## src/rtl/req_encoder_arb_pkg.sv

```systemverilog
// Shared widths and FSM state type for the request encoder/arbiter.
package req_encoder_arb_pkg;

  localparam int unsigned NUM_REQ = 8;
  localparam int unsigned CODE_W  = 3;

  typedef enum logic {
    IDLE  = 1'b0,
    GRANT = 1'b1
  } state_t;

endpackage

```

## src/rtl/req_encoder_arb_rr_pick8.sv

```systemverilog
// Combinational 8-way picker: rotate by ptr, lowest-set-bit encode, rotate back.
module rr_pick8
  import req_encoder_arb_pkg::*;
(
  input  logic [NUM_REQ-1:0] req,
  input  logic [CODE_W-1:0]  ptr,
  input  logic               rr_en,
  output logic [CODE_W-1:0]  winner,
  output logic               any
);

  logic [CODE_W-1:0]    sh;
  logic [2*NUM_REQ-1:0] dbl;
  logic [NUM_REQ-1:0]   rot;
  logic [CODE_W-1:0]    idx;
  logic                 found;

  always_comb begin
    sh    = rr_en ? ptr : '0;
    dbl   = {req, req} >> sh;
    rot   = dbl[NUM_REQ-1:0];
    idx   = '0;
    found = 1'b0;
    for (int unsigned i = 0; i < NUM_REQ; i++) begin
      if (rot[i] && !found) begin
        idx   = CODE_W'(i);
        found = 1'b1;
      end
    end
    // Modulo-8 add undoes the rotation.
    winner = idx + sh;
    any    = |req;
  end

endmodule

```

## src/rtl/req_encoder_arb.sv

```systemverilog
// Request encoder/arbiter: registered 3-bit grant index with hold timeout.
module req_encoder_arb
  import req_encoder_arb_pkg::*;
#(
  parameter int unsigned RR_EN    = 1,
  parameter int unsigned MAX_HOLD = 16,
  parameter int unsigned CNT_W    = 5
) (
  input  logic               clk,
  input  logic               rst_n,
  input  logic [NUM_REQ-1:0] req,
  output logic [CODE_W-1:0]  code,
  output logic               valid,
  output logic               timeout
);

  localparam logic             HOLD_EN   = (MAX_HOLD != 0);
  localparam logic [CNT_W-1:0] HOLD_LAST = CNT_W'((MAX_HOLD == 0) ? 0 : MAX_HOLD - 1);
  localparam logic             RR_ON     = (RR_EN != 0);

  state_t            state, state_d;
  logic [CODE_W-1:0] ptr, ptr_d, code_d, winner;
  logic [CNT_W-1:0]  hold_cnt, cnt_d;
  logic              valid_d, timeout_d, any;

  rr_pick8 u_pick (
    .req    (req),
    .ptr    (ptr),
    .rr_en  (RR_ON),
    .winner (winner),
    .any    (any)
  );

  always_comb begin
    state_d   = state;
    code_d    = code;
    valid_d   = valid;
    timeout_d = 1'b0;
    ptr_d     = ptr;
    cnt_d     = hold_cnt;
    case (state)
      IDLE: begin
        valid_d = 1'b0;
        if (any) begin
          code_d  = winner;
          valid_d = 1'b1;
          cnt_d   = '0;
          state_d = GRANT;
        end
      end
      GRANT: begin
        if (!req[code]) begin
          valid_d = 1'b0;
          ptr_d   = code + 1'b1;
          state_d = IDLE;
        end else if (HOLD_EN && (hold_cnt == HOLD_LAST)) begin
          valid_d   = 1'b0;
          timeout_d = 1'b1;
          ptr_d     = code + 1'b1;
          state_d   = IDLE;
        end else begin
          cnt_d = hold_cnt + 1'b1;
        end
      end
    endcase
  end

  always_ff @(posedge clk) begin
    if (!rst_n) begin
      state    <= IDLE;
      code     <= '0;
      valid    <= 1'b0;
      timeout  <= 1'b0;
      ptr      <= '0;
      hold_cnt <= '0;
    end else begin
      state    <= state_d;
      code     <= code_d;
      valid    <= valid_d;
      timeout  <= timeout_d;
      ptr      <= ptr_d;
      hold_cnt <= cnt_d;
    end
  end

endmodule

```

## config.mk

```make
export PLATFORM = sky130hd
export DESIGN_NAME = req_encoder_arb
export DESIGN_NICKNAME = d
export VERILOG_FILES = /design/src/rtl/req_encoder_arb_pkg.sv /design/src/rtl/req_encoder_arb_rr_pick8.sv /design/src/rtl/req_encoder_arb.sv
export SDC_FILE = /design/constraint.sdc
export NUM_CORES = 1
export LEC_CHECK = 0
export CAP_MARGIN = 20
export CELL_PAD_IN_SITES_DETAIL_PLACEMENT = 0
export CELL_PAD_IN_SITES_GLOBAL_PLACEMENT = 1
export CORE_UTILIZATION = 30
export CTS_BUF_LIST = sky130_fd_sc_hd__clkbuf_4 sky130_fd_sc_hd__clkbuf_8
export CTS_CLUSTER_SIZE = 20
export DETAILED_ROUTE_END_ITERATION = 10
export PLACE_DENSITY_LB_ADDON = 0.1
export SYNTH_ARGS = -nofsm -noshare
export SYNTH_HDL_FRONTEND = slang
export SYNTH_HIERARCHICAL = 1
export SYNTH_SLANG_ARGS = --single-unit
```

## constraint.sdc

```tcl
create_clock -name clk -period 4.75 [get_ports clk]
set_clock_uncertainty 0.15 [all_clocks]
set_input_delay 0.7125 -clock clk [delete_from_list [all_inputs] [get_ports clk]]
set_output_delay 0.7125 -clock clk [all_outputs]
set_load 0.02 [all_outputs]
```

==> images/floorplan.png <==
(6 px per µm) Pins as bars on the die edge.
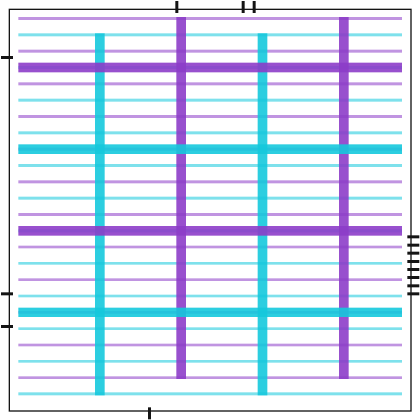
| colour | net |
|---|---|
| cyan | VSS |
| purple | VDD |
rows: 23
met5 straps: 4
signal pins: 15
met4 straps: 4
met1 rails: 24
die width: 66.7 µm
area of the core region: 4000 µm²
Peak VDD IR: 0.000129 V
y dimension of the die: 66.7 µm

==> images/clock_wires.png <==
(8 px per µm)
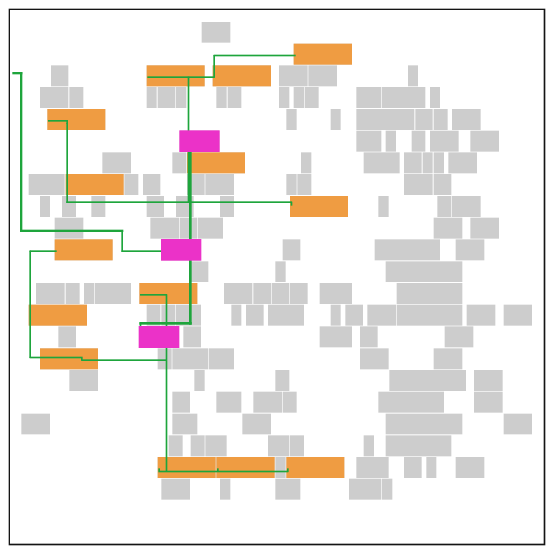
[green] clock wires | length: 231 µm
[magenta] clock-net drivers | count: 3
[orange] flip-flops | count: 14
routed clock nets: 4
clk_lat worst skew: 0.24 ns
Clk pwr share: 24.1%
clock network power: 97.9 µW

==> images/ff_map.png <==
(8 px per µm)
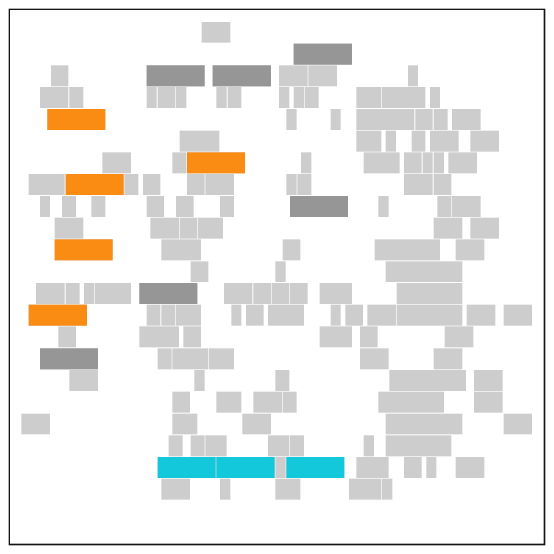
| colour | signal | placed flops |
|---|---|---|
| orange | `hold_cnt` | 5 |
| cyan | `ptr` | 3 |
not coloured: 6
sequential cell area share: 18.9%
sequential cell power: 148 µW
final core utilization: 37.1%

==> images/class_map.png <==
(8 px per µm) Fill, decap, tap and diode cells in grey.
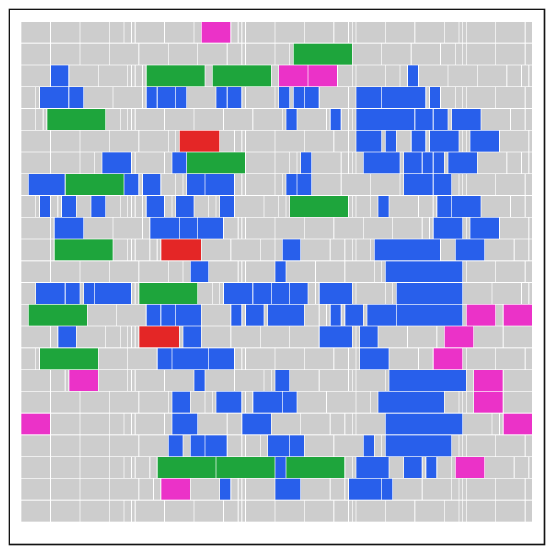
| colour | class | cells | share of their area |
|---|---|---|---|
| magenta | remaining buffers and delay cells | 14 | 9.9% |
| red | clock-net drivers | 3 | 2.9% |
| blue | remaining logic cells | 118 | 68% |
| green | sequential cells | 14 | 20% |
total non-filler cell area in the finished layout: 1480 µm²
floorplan row count: 23

==> results_tabular.tex <==
% Yosys + OpenROAD metrics
\begin{tabular}{lr}
\hline
Metric & Value \\
\hline
\multicolumn{2}{l}{\textbf{Setup path}} \\
Kind of start point of the critical path & input port \\
Setup crit end & code[2]\$\_SDFFE\_PN0P\_ \\
Worst R2R End & code[2]\$\_SDFFE\_PN0P\_ \\
Maximum fanout encountered on the critical timing path & 6 \\
Origin of the worst setup path & req[7] \\
Data arrival time at the worst-slack endpoint & about 3.6 ns \\
WS Path Type & input port to register \\
Crit-path leading delay family & multiplexers \\
Slowest cell on crit path & mux4\_2 \\
\multicolumn{2}{l}{\textbf{Floorplan}} \\
Initial Utilization & around a third \\
Number of top-level pins & 15 \\
\multicolumn{2}{l}{\textbf{Final timing}} \\
Count of final hold-check violations & 0 \\
Maximum clock rate & between 200 and 300 MHz \\
Max-Slew Margin vs Limit & slightly below 60\% \\
Post-route setup TNS & 0 ns \\
Number of setup violations in the final report & 0 \\
Max-slew violation count & 0 \\
Worst Setup Slack, final & 1.22 ns \\
Fin crit share & roughly 74\% \\
\multicolumn{2}{l}{\textbf{Detailed routing}} \\
Starting DRT DRC Count & 59 \\
Routed wire per std cell & 15.3 µm \\
Number of detailed-routing iterations run before antenna repair & 7 \\
Number of remaining DRC errors & 2 \\
Detailed Route WL & slightly above 3 mm \\
\multicolumn{2}{l}{\textbf{Clocking}} \\
Root buffer selected by CTS & clkbuf\_8 \\
Clock transition at the registers of the reported paths & approximately 0.06 ns \\
Cell resize tally after clock tree synthesis & 0 \\
Hold-fix buffer count after cts & 0 \\
Clock buffer depth & 2 \\
\multicolumn{2}{l}{\textbf{Final layout}} \\
Nets & 166 \\
Tally of filler cells in the layout & 428 \\
Register cell area after layout & roughly 280 µm² \\
Area growth, synth to finish & 18.1\% \\
Inserted Diodes & 0 \\
Gate Area & slightly above 900 µm² \\
\multicolumn{2}{l}{\textbf{Yosys}} \\
Primary flip-flop cell chosen by synthesis mapping & dfxtp\_1 \\
Yosys reg bits & 14 \\
Yosys synthesis chip area & $\sim$1300 µm² \\
Mean post-synth cell area & 9.37 µm² \\
Synth warn & 6 \\
Gate count of the mapped netlist & approximately 130 \\
Top cells by area in the synthesized netlist & dfxtp\_1, mux2i\_1, mux4\_2, mux4\_1, nand2\_1 \\
Number of flops mapped to enable cells by yosys & 0 \\
Register share after synthesis & between 20\% and 30\% \\
Yosys cell count & 134 \\
Area share of the largest cell type after synthesis & between 20\% and 30\% \\
Area of the mapped netlist & $\sim$1300 µm² \\
\multicolumn{2}{l}{\textbf{Status}} \\
Outcome & complete, but fails checks \\
Violated checks & DRC \\
\multicolumn{2}{l}{\textbf{GRT}} \\
Pin count of the biggest net entering global routing & 18 \\
Antenna violations before repair & 0 \\
Grt ovf & 0 \\
Via count of the first global-routing pass & 1045 \\
\multicolumn{2}{l}{\textbf{Min path}} \\
Launch instance of the worst min-delay path & hold\_cnt[4]\$\_SDFFE\_PN0P\_ \\
Worst hold path type & register to register \\
\multicolumn{2}{l}{\textbf{Pwr}} \\
Post-layout power & about 410 µW \\
\multicolumn{2}{l}{\textbf{Place}} \\
Number of port buffers & 14 \\
\hline
\end{tabular}
worst min-delay path: stages (launching register included):
cell and delay (ns):
dfxtp_1 0.30, nand3_1 0.06, mux2i_1 0.06
cells in the mapped netlist (3+ instances only):
library cell / instances
ha_1: 4
inv_1: 7
nand2_1: 15
dfxtp_1: 14
mux4_1: 3
a31oi_1: 3
a21oi_1: 5
nand3_1: 10
mux2i_1: 15
o21ai_0: 3
mux4_2: 5
nand2b_1: 6
report_power, final:
group	internal (µW)	switching, µW
sequential	129	18.6
clock	56.1	41.7
combinational	75.4	84.9
total	260	145
stage by stage:
step / instances / hold slack (ns)
global placement: 196 / 0.308
global route: 199 / 0.339
CTS: 199 / 0.322
floorplan: 136 / 0.300
detailed placement: 196 / 0.314
finish: 199 / 0.318
metal layers:
metal	part of all wire [%]	vias up	global-route usage, %
li1	-	539	-
met1	48	520	19.9
met2	48	24	26.5
met3	3.2	5	1.88
met4	1.4	0	5.59
met5	0	-	0
flip-flops by register name, indices dropped and copies added, names as in the netlist:
name / count
ptr: 3
timeout: 1
code: 3
hold_cnt: 5
valid: 1
state: 1
cells by family (layout without fill, tap and decap cells):
kind of cell    after synthesis  count (layout)  share of synthesized area, %
flops                        14              14                          22.3
simple gates                 51              51                          22.3
compound gates               24              24                          14.4
mux                          25              25                          29.0
buf+inv                      11              24                          3.98
xor+xnor                      3               3                          2.09
other cells                   1               3                         0.299
fa+ha+maj                     5               5                          5.58
cell type report:
class / count / share of cell area [%]
Tap cell: 50 / 4.22
Clock buffer: 3 / 2.78
Multi-Input combinational cell: 111 / 62.9
Sequential cell: 14 / 18.9
Inverter: 7 / 1.77
Timing Repair Buffer: 14 / 9.44
how the worst min path moves through the flow:
| stage | endpoint | slack, ns | depth (start not counted) |
|---|---|---|---|
| global route | hold_cnt[4]$_SDFFE_PN0P_ | 0.34 | 2 |
| detailed placement | hold_cnt[4]$_SDFFE_PN0P_ | 0.31 | 2 |
| global placement | hold_cnt[4]$_SDFFE_PN0P_ | 0.31 | 2 |
| finish | hold_cnt[4]$_SDFFE_PN0P_ | 0.32 | 2 |
| floorplan | hold_cnt[4]$_SDFFE_PN0P_ | 0.30 | 2 |
| CTS | hold_cnt[4]$_SDFFE_PN0P_ | 0.32 | 2 |
Power and IR drop assume default switching activity.
